[src/rtl/claw_game_sequencer.sv]
// Claw machine game sequencer: conditions joystick/button/limit inputs and
// sequences home, play, drop, grip, raise, return and release.
module claw_game_sequencer #(
    parameter int unsigned DEBOUNCE_CYCLES = 1000000,
    parameter int unsigned PLAY_CYCLES     = 1500000000,
    parameter int unsigned DROP_CYCLES     = 200000000,
    parameter int unsigned GRIP_CYCLES     = 100000000,
    parameter int unsigned X_MAX_CYCLES    = 400000000,
    parameter int unsigned Y_MAX_CYCLES    = 400000000,
    parameter int unsigned TIMEOUT_CYCLES  = 800000000
) (
    input  logic       CLK100MHZ,
    input  logic       reset,
    input  logic       btn_left,
    input  logic       btn_right,
    input  logic       btn_up,
    input  logic       btn_down,
    input  logic       btn_drop,
    input  logic       limit_x,
    input  logic       limit_y,
    input  logic       limit_z,
    output logic       x_fwd,
    output logic       x_back,
    output logic       y_fwd,
    output logic       y_back,
    output logic       z_down,
    output logic       z_up,
    output logic       grip_close,
    output logic       fault,
    output logic [3:0] state
);

    typedef enum logic [3:0] {
        S_HOME    = 4'd0,
        S_IDLE    = 4'd1,
        S_PLAY    = 4'd2,
        S_DROP    = 4'd3,
        S_GRIP    = 4'd4,
        S_RAISE   = 4'd5,
        S_RETURN  = 4'd6,
        S_RELEASE = 4'd7,
        S_FAULT   = 4'd8
    } state_t;

    localparam logic [31:0] DB_LAST   = 32'(DEBOUNCE_CYCLES - 1);
    localparam logic [31:0] DROP_LAST = 32'(DROP_CYCLES - 1);
    localparam logic [31:0] GRIP_LAST = 32'(GRIP_CYCLES - 1);
    localparam logic [31:0] TO_LAST   = 32'(TIMEOUT_CYCLES - 1);
    localparam logic [31:0] PLAY_LOAD = 32'(PLAY_CYCLES);
    localparam logic [31:0] X_MAX     = 32'(X_MAX_CYCLES);
    localparam logic [31:0] Y_MAX     = 32'(Y_MAX_CYCLES);

    state_t      cur;
    state_t      nxt;

    logic [7:0]  raw;
    logic [7:0]  sync1;
    logic [7:0]  sync2;
    logic [4:0]  deb;
    logic        drop_d;
    logic        drop_pulse;

    logic        lim_x;
    logic        lim_y;
    logic        lim_z;
    logic        b_left;
    logic        b_right;
    logic        b_up;
    logic        b_down;

    logic [31:0] xpos;
    logic [31:0] ypos;
    logic [31:0] ptimer;
    logic [31:0] dwell;
    logic        dwell_to;

    logic        xf;
    logic        xb;
    logic        yf;
    logic        yb;
    logic        zd;
    logic        zu;
    logic        gc;
    logic        flt;

    assign raw = {limit_z, limit_y, limit_x,
                  btn_drop, btn_down, btn_up, btn_right, btn_left};

    // Synchronizers carry no reset so limits are valid right after reset.
    always_ff @(posedge CLK100MHZ) begin
        sync1 <= raw;
        sync2 <= sync1;
    end

    for (genvar i = 0; i < 5; i++) begin : g_db
        logic        q;
        logic [31:0] cnt;

        always_ff @(posedge CLK100MHZ) begin
            if (reset) begin
                q   <= 1'b0;
                cnt <= '0;
            end else if (sync2[i] == q) begin
                cnt <= '0;
            end else if (cnt == DB_LAST) begin
                q   <= sync2[i];
                cnt <= '0;
            end else begin
                cnt <= cnt + 32'd1;
            end
        end

        assign deb[i] = q;
    end

    always_ff @(posedge CLK100MHZ) begin
        if (reset) drop_d <= 1'b0;
        else       drop_d <= deb[4];
    end

    assign drop_pulse = deb[4] & ~drop_d;

    assign b_left  = deb[0];
    assign b_right = deb[1];
    assign b_up    = deb[2];
    assign b_down  = deb[3];
    assign lim_x   = sync2[5];
    assign lim_y   = sync2[6];
    assign lim_z   = sync2[7];

    assign dwell_to = (dwell == TO_LAST);

    always_ff @(posedge CLK100MHZ) begin
        if (reset) cur <= S_HOME;
        else       cur <= nxt;
    end

    always_ff @(posedge CLK100MHZ) begin
        if (reset || nxt != cur)  dwell <= '0;
        else if (dwell != '1)     dwell <= dwell + 32'd1;
    end

    always_ff @(posedge CLK100MHZ) begin
        if (reset)
            ptimer <= '0;
        else if (cur == S_IDLE && nxt == S_PLAY)
            ptimer <= PLAY_LOAD;
        else if (cur == S_PLAY && ptimer != '0)
            ptimer <= ptimer - 32'd1;
    end

    // Position is an estimate from commanded motion, re-zeroed at home.
    always_ff @(posedge CLK100MHZ) begin
        if (reset || lim_x)           xpos <= '0;
        else if (xf && xpos != X_MAX) xpos <= xpos + 32'd1;
        else if (xb && xpos != '0)    xpos <= xpos - 32'd1;
    end

    always_ff @(posedge CLK100MHZ) begin
        if (reset || lim_y)           ypos <= '0;
        else if (yf && ypos != Y_MAX) ypos <= ypos + 32'd1;
        else if (yb && ypos != '0)    ypos <= ypos - 32'd1;
    end

    always_comb begin
        nxt = cur;
        xf  = 1'b0;
        xb  = 1'b0;
        yf  = 1'b0;
        yb  = 1'b0;
        zd  = 1'b0;
        zu  = 1'b0;
        gc  = 1'b0;
        flt = 1'b0;
        unique case (cur)
            S_HOME: begin
                zu = ~lim_z;
                xb = lim_z & ~lim_x;
                yb = lim_z & ~lim_y;
                if (lim_x && lim_y && lim_z) nxt = S_IDLE;
                else if (dwell_to)           nxt = S_FAULT;
            end
            S_IDLE: begin
                if (drop_pulse) nxt = S_PLAY;
            end
            S_PLAY: begin
                xf = b_right & ~b_left & (xpos != X_MAX);
                xb = b_left & ~b_right & ~lim_x;
                yf = b_up & ~b_down & (ypos != Y_MAX);
                yb = b_down & ~b_up & ~lim_y;
                if (drop_pulse || ptimer == '0) nxt = S_DROP;
            end
            S_DROP: begin
                zd = 1'b1;
                if (dwell == DROP_LAST) nxt = S_GRIP;
            end
            S_GRIP: begin
                gc = 1'b1;
                if (dwell == GRIP_LAST) nxt = S_RAISE;
            end
            S_RAISE: begin
                zu = ~lim_z;
                gc = 1'b1;
                if (lim_z)         nxt = S_RETURN;
                else if (dwell_to) nxt = S_FAULT;
            end
            S_RETURN: begin
                gc = 1'b1;
                xb = ~lim_x;
                yb = ~lim_y;
                if (lim_x && lim_y) nxt = S_RELEASE;
                else if (dwell_to)  nxt = S_FAULT;
            end
            S_RELEASE: begin
                if (dwell == GRIP_LAST) nxt = S_IDLE;
            end
            default: begin
                flt = 1'b1;
                nxt = S_FAULT;
            end
        endcase
    end

    assign x_fwd      = xf & ~reset;
    assign x_back     = xb & ~reset;
    assign y_fwd      = yf & ~reset;
    assign y_back     = yb & ~reset;
    assign z_down     = zd & ~reset;
    assign z_up       = zu & ~reset;
    assign grip_close = gc & ~reset;
    assign fault      = flt & ~reset;
    assign state      = reset ? 4'd0 : cur;

endmodule
[config.mk]
export PLATFORM = sky130hd
export DESIGN_NAME = claw_game_sequencer
export DESIGN_NICKNAME = d
export VERILOG_FILES = /design/src/rtl/claw_game_sequencer.sv
export SDC_FILE = /design/constraint.sdc
export NUM_CORES = 1
export LEC_CHECK = 0
export ABC_AREA = 1
export CORE_UTILIZATION = 40
export CTS_CLUSTER_SIZE = 14
export DETAILED_ROUTE_END_ITERATION = 10
export PLACE_DENSITY = 0.58
export SLEW_MARGIN = 20
export SYNTH_ARGS = -nofsm -noshare
export SYNTH_HDL_FRONTEND = slang
export SYNTH_SLANG_ARGS = --single-unit
[constraint.sdc]
create_clock -name CLK100MHZ -period 5.2 [get_ports CLK100MHZ]
set_input_delay 1.56 -clock CLK100MHZ [delete_from_list [all_inputs] [get_ports CLK100MHZ]]
set_output_delay 1.56 -clock CLK100MHZ [all_outputs]
set_load 0.005 [all_outputs]
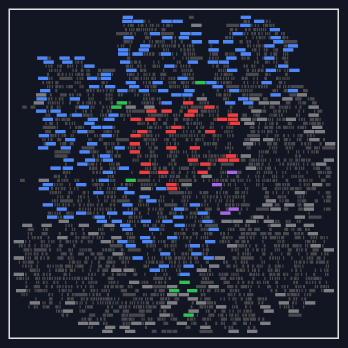
run_1/flops_by_reg.png
Drawn at 1.5 px/µm.
legend:
  ptimer:
    colour: red
    flops: 32
  sync2:
    colour: green
    flops: 8
  g_db.cnt:
    colour: blue
    flops: 160
  cur:
    colour: purple
    flops: 4
not coloured: 110
sequential cell area: 6290 µm²
fin util: 45.3%

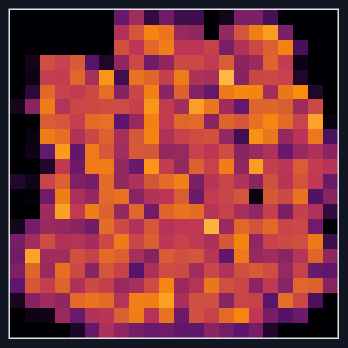
run_1/cell_density.png
Drawn at 1.5 px/µm. The die is cut into 22 by 22 equal tiles; black is low, pale yellow is high, 0 to 100% covered.
tiles over 75% full: 3.1%
nearly empty tiles: 13%
fullest tile: 85%
emptiest ninth of the die: top left
mean over tiles: 42%
Core Area: 45800 µm²
fp util: 40.9%

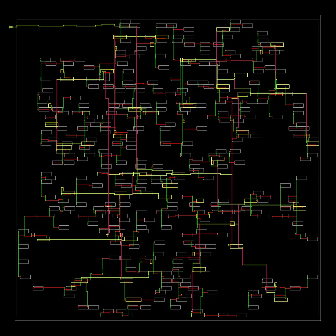
run_1/clocks.png
P_clk: 2.60 mW
clk_buf instances: 54
flop count: 314

==> metrics.yaml, run 1 <==
route:
  drt-total-wl_um: 46100
  viasPerCell: 5.14
  ant_nets: 0
  drt-met1-wl_um: 22600
run:
  max-cap-violations: 0
cts:
  cts_inserted_buffers: 38
  cts_setup_buffers: 0
  cts.sinks: 314
die:
  die_w_um: 218
  chipArea_um2: 47700
  num_rows: 78
layout:
  finalNetCount: 2898
  diodes: 0
  layout-drive-gt1-share_pct: 5.59
sta:
  holdWs_ns: 0.329
setup_path:
  reg2reg_from: "cur[1]"
synth:
  ys_cells: 2791
  xor_share_pct: 5.19
  syn-num-nets: 2871
placement:
  place_area_um2: 19500
  dp_cells: 3378
global_routing:
  grt_pass1_vias: 16475
  grt_max_degree: 64
power_and_ir_drop:
  p_clk_share_pct: 39.9
  p_total_mw: 6.51
run_status:
  status: "completed"
-- run 1: power groups by stage --
stage	clock [mW]	sequential (mW)	combinational (mW)
after floorplan	0	2.54	1.10
after detailed placement	0	2.56	1.39
final	2.60	2.51	1.41
after CTS	2.70	2.51	1.40
after global placement	0	2.56	1.39
after global routing	2.79	2.51	1.60
-- run 1: cell usage after synthesis, drive strengths merged (12+ instances only) --
library cell and n:
nand2 529, nor2 448, inv 345, dfxtp 314
a21oi 221, nor3 167, o21ai 160, nand3 131
nand4 70, ha 68, xor2 66, xnor2 45
nor4 37, nor3b 35, buf 24, clkbuf 23
or2 22, a31oi 13, o21bai 12
-- run 1: sequential cells by signal (all words and copies together) (netlist names) --
| signal | count |
|---|---|
| b_down | 1 |
| b_left | 1 |
| b_right | 1 |
| b_up | 1 |
| cur | 4 |
| drop_d | 1 |
| dwell | 32 |
| g_db.cnt | 160 |
| g_db.q | 1 |
| ptimer | 32 |
| sync1 | 8 |
| sync2 | 8 |
| xpos | 32 |
| ypos | 32 |
-- run 1: layer usage --
| metal | vias to the layer above | track usage, % |
|---|---|---|
| met5 | - | 0 |
| met4 | 0 | 6.27 |
| met3 | 64 | 2.67 |
| met2 | 318 | 31.8 |
| met1 | 8044 | 26.1 |
| li1 | 9285 | - |
-- run 1: area by class of cell --
cell class                 instances  area (µm²)  area share, %
timing repair buffer              34         308           1.48
inverter                         346        1300           6.26
clock inverter                    12         144          0.694
sequential                       314        6290           30.3
multi-input combinational       2084       10900           52.5
clock buffer                      54        1060           5.12
tap                              600         751           3.62
-- run 1: critical path: stages --
cell and delay (ns):
clkdlybuf4s50_1 0.63, nor2_1 0.25, nand2_1 0.07, nor2_1 0.10, clkdlybuf4s50_1 0.51
run_1/layer_met2.png
Drawn at 1.5 px/µm.
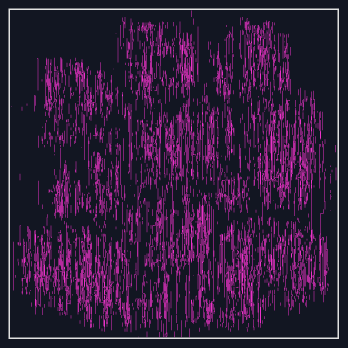

==> run 2, diff against run 1 <==
--- a/config.mk
+++ b/config.mk
@@ -10,6 +10,7 @@
 export CTS_CLUSTER_SIZE = 14
 export DETAILED_ROUTE_END_ITERATION = 10
 export PLACE_DENSITY = 0.58
+export RECOVER_POWER = 25
 export SLEW_MARGIN = 20
 export SYNTH_ARGS = -nofsm -noshare
 export SYNTH_HDL_FRONTEND = slang
==> constraint.sdc (replaced) <==
create_clock -name CLK100MHZ -period 5.2 [get_ports CLK100MHZ]
set_input_delay 1.56 -clock CLK100MHZ [delete_from_list [all_inputs] [get_ports CLK100MHZ]]
set_output_delay 1.56 -clock CLK100MHZ [all_outputs]
set_load 0.01 [all_outputs]
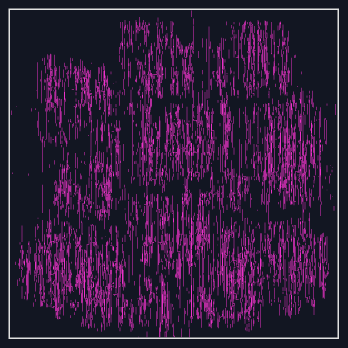
run_2/layer_met2.png
Drawn at 1.5 px/µm.
wire length on this layer: 20.5 mm
longest straight run: 53.2 µm
share of all routed wire: 45%
met2 usage: 31.7%
total wire length: 46000 µm
total number of vias: 17679

==> metrics.yaml, run 2 <==
synth:
  synth_seq_share_pct: 33.6
  most_common_cell: "nand2_1"
  common_cells: "nand2_1 (520), nor2_1 (433), inv_1 (340), dfxtp_1 (314), a21oi_1 (221)"
  syn-num-nets: 2871
  ys_cells: 2791
cts:
  cts_setup_buffers: 0
layout:
  finalNetCount: 2898
  largest_register: "g_db.cnt"
  layout-drive-gt1-share_pct: 5.52
run_status:
  status: "finished with violations"
  violations: "max-capacitance violations, max-slew violations"
die:
  initial_utilization_pct: 40.9
  num_rows: 78
  core_area_um2: 45800
  die_w_um: 218
  chipArea_um2: 47700
setup_path:
  reg2reg_from: "ypos[13]"
run:
  max-cap-violations: 1
global_routing:
  grt_max_degree: 64
  grt_pass1_vias: 16482
sta:
  final-max-slew-violation-count: 63
route:
  viasPerCell: 5.13
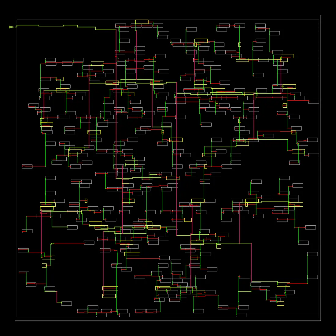
run_2/clocks.png
Final Skew: 0.0127 ns
P_clk: 2.72 mW
cts bufs inserted: 38
worst-skew pair later-pin latency: 0.55 ns
clk sinks: 314

-- run 2: cell counts after synthesis --
No cell type changed its count.
-- run 2: logic make-up (layout without fill, tap and decap cells) --
kind of cell | Yosys count | after routing | synth area share (%)
and+or+nand+nor | 1457 | 1457 | 35.4
AOI/OAI and AO/OA | 446 | 446 | 12.8
buffers and inverters | 393 | 446 | 8.32
DFF | 314 | 314 | 33.6
xor gates and xnor gates | 111 | 111 | 5.19
adders and majority gates | 70 | 70 | 4.76
-- run 2: metrics by stage --
step | total power, mW | hold slack (ns) | instance area, µm² | std cells | utilization, %
floorplan | 3.64 | 0.310 | 18700 | 2791 | -
global placement | 3.94 | 0.313 | 19500 | 3378 | 42.7
detailed placement | 3.95 | 0.313 | 19500 | 3378 | 42.7
CTS | 6.70 | 0.327 | 20800 | 3444 | 45.4
global route | 7.00 | 0.331 | 20800 | 3444 | 45.4
finish | 6.63 | 0.326 | 20800 | 3444 | 45.4
-- run 2: report_power, final --
group | internal [mW] | switching, mW
logic | 0.488 | 0.920
clock network | 1.65 | 1.07
registers | 2.46 | 0.0485
total | 4.60 | 2.04
-- run 2: layout make-up --
class	count	area [µm²]	area share (%)
inverters	346	1300	6.25
multi-input cells	2084	10900	52.4
clock inverters	11	144	0.693
well taps	600	751	3.61
flip-flops and latches	314	6290	30.3
repair buffers	34	285	1.37
clock buffers	55	1130	5.42
-- run 2: layer usage --
metal,wire (µm),GRT usage [%],up-vias
met5,0,0,-
met4,970,5.69,0
met3,1740,2.84,65
met2,20500,31.7,297
met1,22800,26.1,8032
li1,-,-,9285
-- run 2: worst max-delay path: stages --
cell	delay [ns]
dlygate4sd3_1	0.71
nor2_1	0.20
inv_1	0.07
a21oi_1	0.11
clkdlybuf4s50_1	0.55
Power is estimated from default activity; no workload was simulated.
